**Power grid**

(3 px per µm) Pins as bars on the die edge.
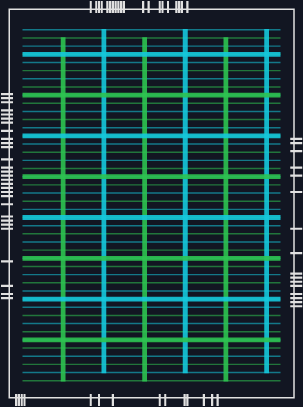
**Cells colored by class**

(2 px per µm) Fill, decap, tap and diode cells in gray.
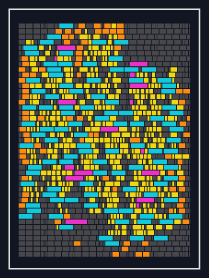
**Routed clock nets over the placement**

(4 px per µm)
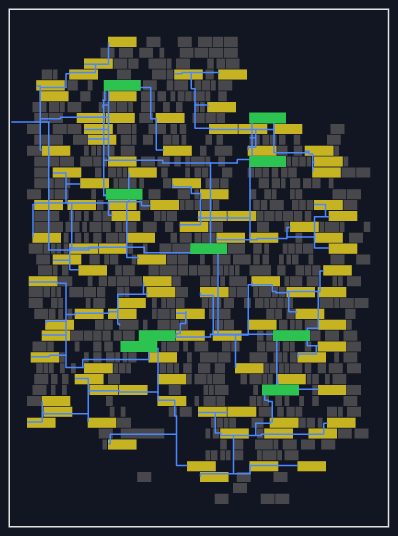
**Signal wires by layer**

(3 px per µm) Only two layers are drawn.
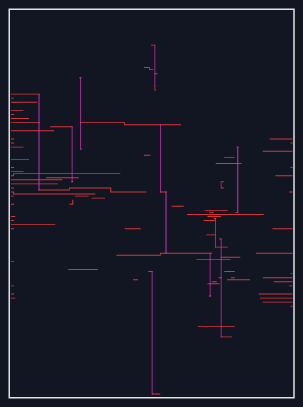
[src/rtl/pkt_capture_pkg.sv]
// pkt_capture_pkg: shared state encoding, path limits and packet-length decode for the capture sequencer.
package pkt_capture_pkg;
  typedef enum logic [1:0] {IDLE, CAPT, GAP, DONE} cap_state_e;
  localparam int PATHS_FULL = 96;
  localparam int PATHS_HALF = 48;
  function automatic logic [9:0] pkt_len(input logic [1:0] code);
    return 10'd64 << code;
  endfunction
endpackage

[src/rtl/rise_edge_det.sv]
// rise_edge_det: registered rising-edge detector, pulse is combinational in the cycle the input rises.
module rise_edge_det (
  input  logic clk,
  input  logic rst,
  input  logic d_i,
  output logic rise_o
);
  logic d_q;
  always_ff @(posedge clk) begin
    if (rst) d_q <= 1'b0;
    else d_q <= d_i;
  end
  assign rise_o = d_i & ~d_q;
endmodule

[src/rtl/pkt_capture_seq.sv]
// pkt_capture_seq: writes framed packet bursts of ADC samples into the capture RAM with idle gaps between packets.
module pkt_capture_seq
  import pkt_capture_pkg::*;
#(
  parameter int ADDR_W    = 15,
  parameter int DATA_W    = 9,
  parameter int PATH_W    = 7,
  parameter int MAX_PATHS = PATHS_FULL
) (
  input  logic              pktctrl_clk,
  input  logic              pktctrl_rst,
  input  logic              rf_capture_mode_sync,
  input  logic              rf_capture_start_sync,
  input  logic              rf_capture_again_sync,
  input  logic              rf_self_test_mode_sync,
  input  logic              rf_96path_en_sync,
  input  logic [1:0]        rf_pkt_data_length_sync,
  input  logic [15:0]       rf_pkt_idle_length_sync,
  input  logic              adc_valid,
  input  logic [PATH_W-1:0] adc_path,
  input  logic [DATA_W-1:0] adc_data,
  output logic              mem_we,
  output logic [ADDR_W-1:0] mem_waddr,
  output logic [DATA_W-1:0] mem_wdata,
  output logic              capture_busy,
  output logic              capture_done,
  output logic [9:0]        pkt_cnt
);
  localparam int HALF_PATHS = MAX_PATHS * PATHS_HALF / PATHS_FULL;
  cap_state_e        state_q;
  logic [ADDR_W-1:0] waddr_q;
  logic [8:0]        word_q;
  logic [15:0]       idle_q;
  logic [9:0]        len_q;
  logic [15:0]       gap_q;
  logic [9:0]        pkt_cnt_q;
  logic              mem_we_q;
  logic [ADDR_W-1:0] mem_waddr_q;
  logic [DATA_W-1:0] mem_wdata_q;
  logic              start_rise, again_rise, acc, cap_acc, pkt_end;
  rise_edge_det u_start (
    .clk(pktctrl_clk), .rst(pktctrl_rst), .d_i(rf_capture_start_sync), .rise_o(start_rise)
  );
  rise_edge_det u_again (
    .clk(pktctrl_clk), .rst(pktctrl_rst), .d_i(rf_capture_again_sync), .rise_o(again_rise)
  );
  always_comb begin
    acc     = rf_self_test_mode_sync ? 1'b1 :
              adc_valid & (32'(adc_path) < (rf_96path_en_sync ? MAX_PATHS : HALF_PATHS));
    cap_acc = (state_q == CAPT) & acc;
    pkt_end = {1'b0, word_q} == len_q - 10'd1;
  end
  always_ff @(posedge pktctrl_clk) begin
    if (pktctrl_rst) begin
      state_q     <= IDLE;
      waddr_q     <= '0;
      word_q      <= '0;
      idle_q      <= '0;
      len_q       <= '0;
      gap_q       <= '0;
      pkt_cnt_q   <= '0;
      mem_we_q    <= 1'b0;
      mem_waddr_q <= '0;
      mem_wdata_q <= '0;
    end else begin
      // An accepted sample is registered even in an abort cycle
      mem_we_q <= cap_acc;
      if (cap_acc) begin
        mem_waddr_q <= waddr_q;
        mem_wdata_q <= rf_self_test_mode_sync ? DATA_W'(waddr_q) : adc_data;
      end
      if (state_q != IDLE && !rf_capture_start_sync) state_q <= IDLE;
      else begin
        case (state_q)
          IDLE, DONE: begin
            if ((state_q == IDLE) ? start_rise : again_rise) begin
              state_q   <= CAPT;
              waddr_q   <= '0;
              word_q    <= '0;
              pkt_cnt_q <= '0;
              len_q     <= pkt_len(rf_pkt_data_length_sync);
              gap_q     <= rf_pkt_idle_length_sync;
            end
          end
          CAPT: begin
            if (acc) begin
              waddr_q <= waddr_q + 1'b1;
              word_q  <= pkt_end ? 9'd0 : word_q + 9'd1;
              if (pkt_end) begin
                pkt_cnt_q <= pkt_cnt_q + 10'd1;
                if (&waddr_q && !rf_capture_mode_sync) state_q <= DONE;
                else if (gap_q != 16'd0) begin
                  state_q <= GAP;
                  idle_q  <= gap_q;
                end
              end
            end
          end
          GAP: begin
            idle_q <= idle_q - 16'd1;
            if (idle_q == 16'd1) state_q <= CAPT;
          end
          default: state_q <= IDLE;
        endcase
      end
    end
  end
  assign mem_we       = mem_we_q;
  assign mem_waddr    = mem_waddr_q;
  assign mem_wdata    = mem_wdata_q;
  assign capture_busy = (state_q == CAPT) | (state_q == GAP);
  assign capture_done = state_q == DONE;
  assign pkt_cnt      = pkt_cnt_q;
endmodule

[config.mk]
export PLATFORM = sky130hd
export DESIGN_NAME = pkt_capture_seq
export DESIGN_NICKNAME = d
export VERILOG_FILES = /design/src/rtl/pkt_capture_pkg.sv /design/src/rtl/rise_edge_det.sv /design/src/rtl/pkt_capture_seq.sv
export SDC_FILE = /design/constraint.sdc
export NUM_CORES = 1
export LEC_CHECK = 0
export CAP_MARGIN = 25
export CORE_ASPECT_RATIO = 1.4
export CORE_MARGIN = 4
export CORE_UTILIZATION = 45
export CTS_CLUSTER_DIAMETER = 80
export DETAILED_ROUTE_END_ITERATION = 16
export GPL_ROUTABILITY_DRIVEN = 0
export PLACE_DENSITY = 0.78
export SLEW_MARGIN = 20
export SYNTH_ARGS = -nofsm -noshare
export SYNTH_HDL_FRONTEND = slang
export SYNTH_SLANG_ARGS = --single-unit
[constraint.sdc]
create_clock -name pktctrl_clk -period 4.55 [get_ports pktctrl_clk]
set_input_delay 0.91 -clock pktctrl_clk [delete_from_list [all_inputs] [get_ports pktctrl_clk]]
set_output_delay 0.91 -clock pktctrl_clk [all_outputs]
set_load 0.005 [all_outputs]
==> ci_impl_report.md <==
### Flow metrics

| Metric | Value |
|---|---|
| Die height | 129 µm |
| Pwr/cell area | 521 nW/µm² |
| Antenna cells | 0 |
| Fin crit share | 0.773 |
| Largest area contributor in the netlist | dfxtp_1 |
| Yosys warning count | 0 |
| Synth async-reset ratio | 0 |
| Synth Cell Area | 4710 µm² |
| CP endpoint | idle_q[0] |
| Instance count on the critical path | 10 |
| First-pass GRT wire length | 19600 µm |
| Tool warnings | 34 |
| Final WL | 11700 µm |
| Number of clock sinks | 99 |
| Post-synthesis cell count | 567 |
| CP Capture Type | register |
| Minimum clock period | 3.52 ns |
| Met3 wire len | 560 µm |
| Leak | 2.14 nW |
| Post-CTS setup buffers | 0 |
| Required @ worst endpoint | 4.82 ns |
| Met2 wire length | 6270 µm |
| Post-synth EDFFs | 0 |
| Post-Syn Nets | 620 |
| # fillers | 912 |
| Pre-Repair DR Iteration Count | 5 |
| Detailed Place HPWL | 8350 µm |
| Outcome | finished clean |
| Sequential cell area | 1980 µm² |
| CP max-delay cell | or4_1 |
| Worst Slack Setup Final | 1.03 ns |
| Slew Viols, Final | 0 |
| Initial antenna violation count | 0 |
| Worst-path fanout max | 18 |
| Crit path launch | rf_96path_en_sync |
| Total of max-cap violations | 0 |
| Comb area | 2540 µm² |
| CP peak stage delay | 0.57 ns |
| Hold EP | mem_waddr[14] |
| Core area | 10100 µm² |
| Cts repair resizes | 0 |
| Via count | 4289 |
| CP top delay family | simple AND/OR/NAND/NOR gates |
| #FFs+latches synth | 99 |
| DR iter-0 viols | 247 |
| Ys cells | 567 |
| Hold Violations, Final | 0 |
| CTS tree | built |
| Vias/cell | 5.61 |
-- 'power grid' (at the start) --
cyan -> VDD
green -> VSS
met1 rails = 44
met4 straps = 6
met5 straps = 8
rows = 43
signal pins = 79

-- 'cells colored by class' (at the start) --
magenta -> clock drivers and dummy loads  # cells 16
yellow -> all other logic  # cells 431
orange -> other buffers and delay cells  # cells 83
cyan -> flip-flops  # cells 99
row count: 43
Seq/total area: 0.340

-- 'routed clock nets over the placement' (at the start) --
blue -> clock wires  # length 1160 µm
yellow -> flip-flops  # count 99
green -> cells driving clock nets  # count 9
routed clock nets = 10
Latency at later pin: 0.34 ns
P_clk: 759 µW
Clk pwr share: 0.250
clk_skew: 0.00715 ns

-- 'signal wires by layer' (at the start) --
red -> met3  # wire length 560 µm
magenta -> met4  # wire length 250 µm

## layout by cell type (no fill, tap or decap), drive strengths merged, types with 8 or more instances in the layout
cell type       n
dfxtp          99
inv            10
buf            10
mux2i          33
nor3           15
o21ai          17
clkdlybuf4s50  73
clkbuf         11
nand2          54
nand4          16
and3           10
ha             11
nor4            8
nor2           77
a211oi         11
nand2b          9
nand3          16
a21oi          56
xor2           20
## power groups by stage
stage	Combinational (mW)	Clock, mW	Sequential (mW)
6_report	1.24	0.759	1.04
3_5_place_dp	1.20	0	1.05
3_3_place_gp	1.16	0	1.05
2_1_floorplan	0.911	0	1.03
4_1_cts	1.21	0.772	1.03
5_1_grt	1.37	0.815	1.05
## layout make-up
cell class / count / area share
multi-input cells: 420 / 0.435
flip-flops and latches: 99 / 0.340
inverters: 11 / 0.00708
repair buffers: 83 / 0.139
clock inverters: 5 / 0.00901
clock buffers: 11 / 0.0416
well taps: 135 / 0.0289
## kinds of logic after synthesis
logic type                 synth area share
and+or+nand+nor                       0.247
AOI/OAI and AO/OA                     0.150
DFF                                   0.421
buffers and inverters                0.0423
muxes                                0.0702
xor gates and xnor gates             0.0409
adders and majority gates            0.0292
## flip-flops by register name, indices dropped and copies added, names as in the netlist
name         flops
u_start.d_q      1
gap_q           16
mem_waddr       15
u_again.d_q      1
idle_q          16
state_q          2
mem_we           1
word_q           9
waddr_q         15
mem_wdata        9
len_q            4
pkt_cnt         10
## routing by layer
metal	vias up	track usage
met2	123	0.363
met1	2041	0.214
met5	-	0
met4	0	0.0740
li1	2099	-
met3	26	0.0470
## through the flow
stage	hold slack (ns)	area (µm²)	utilization
final	0.461	5840	0.580
after CTS	0.462	5820	0.579
after global placement	0.445	5530	0.549
after global routing	0.479	5840	0.580
after detailed placement	0.449	5530	0.549
after floorplan	0.449	4710	-
Power figures rest on the tool's default switching activity, not on a simulated workload.
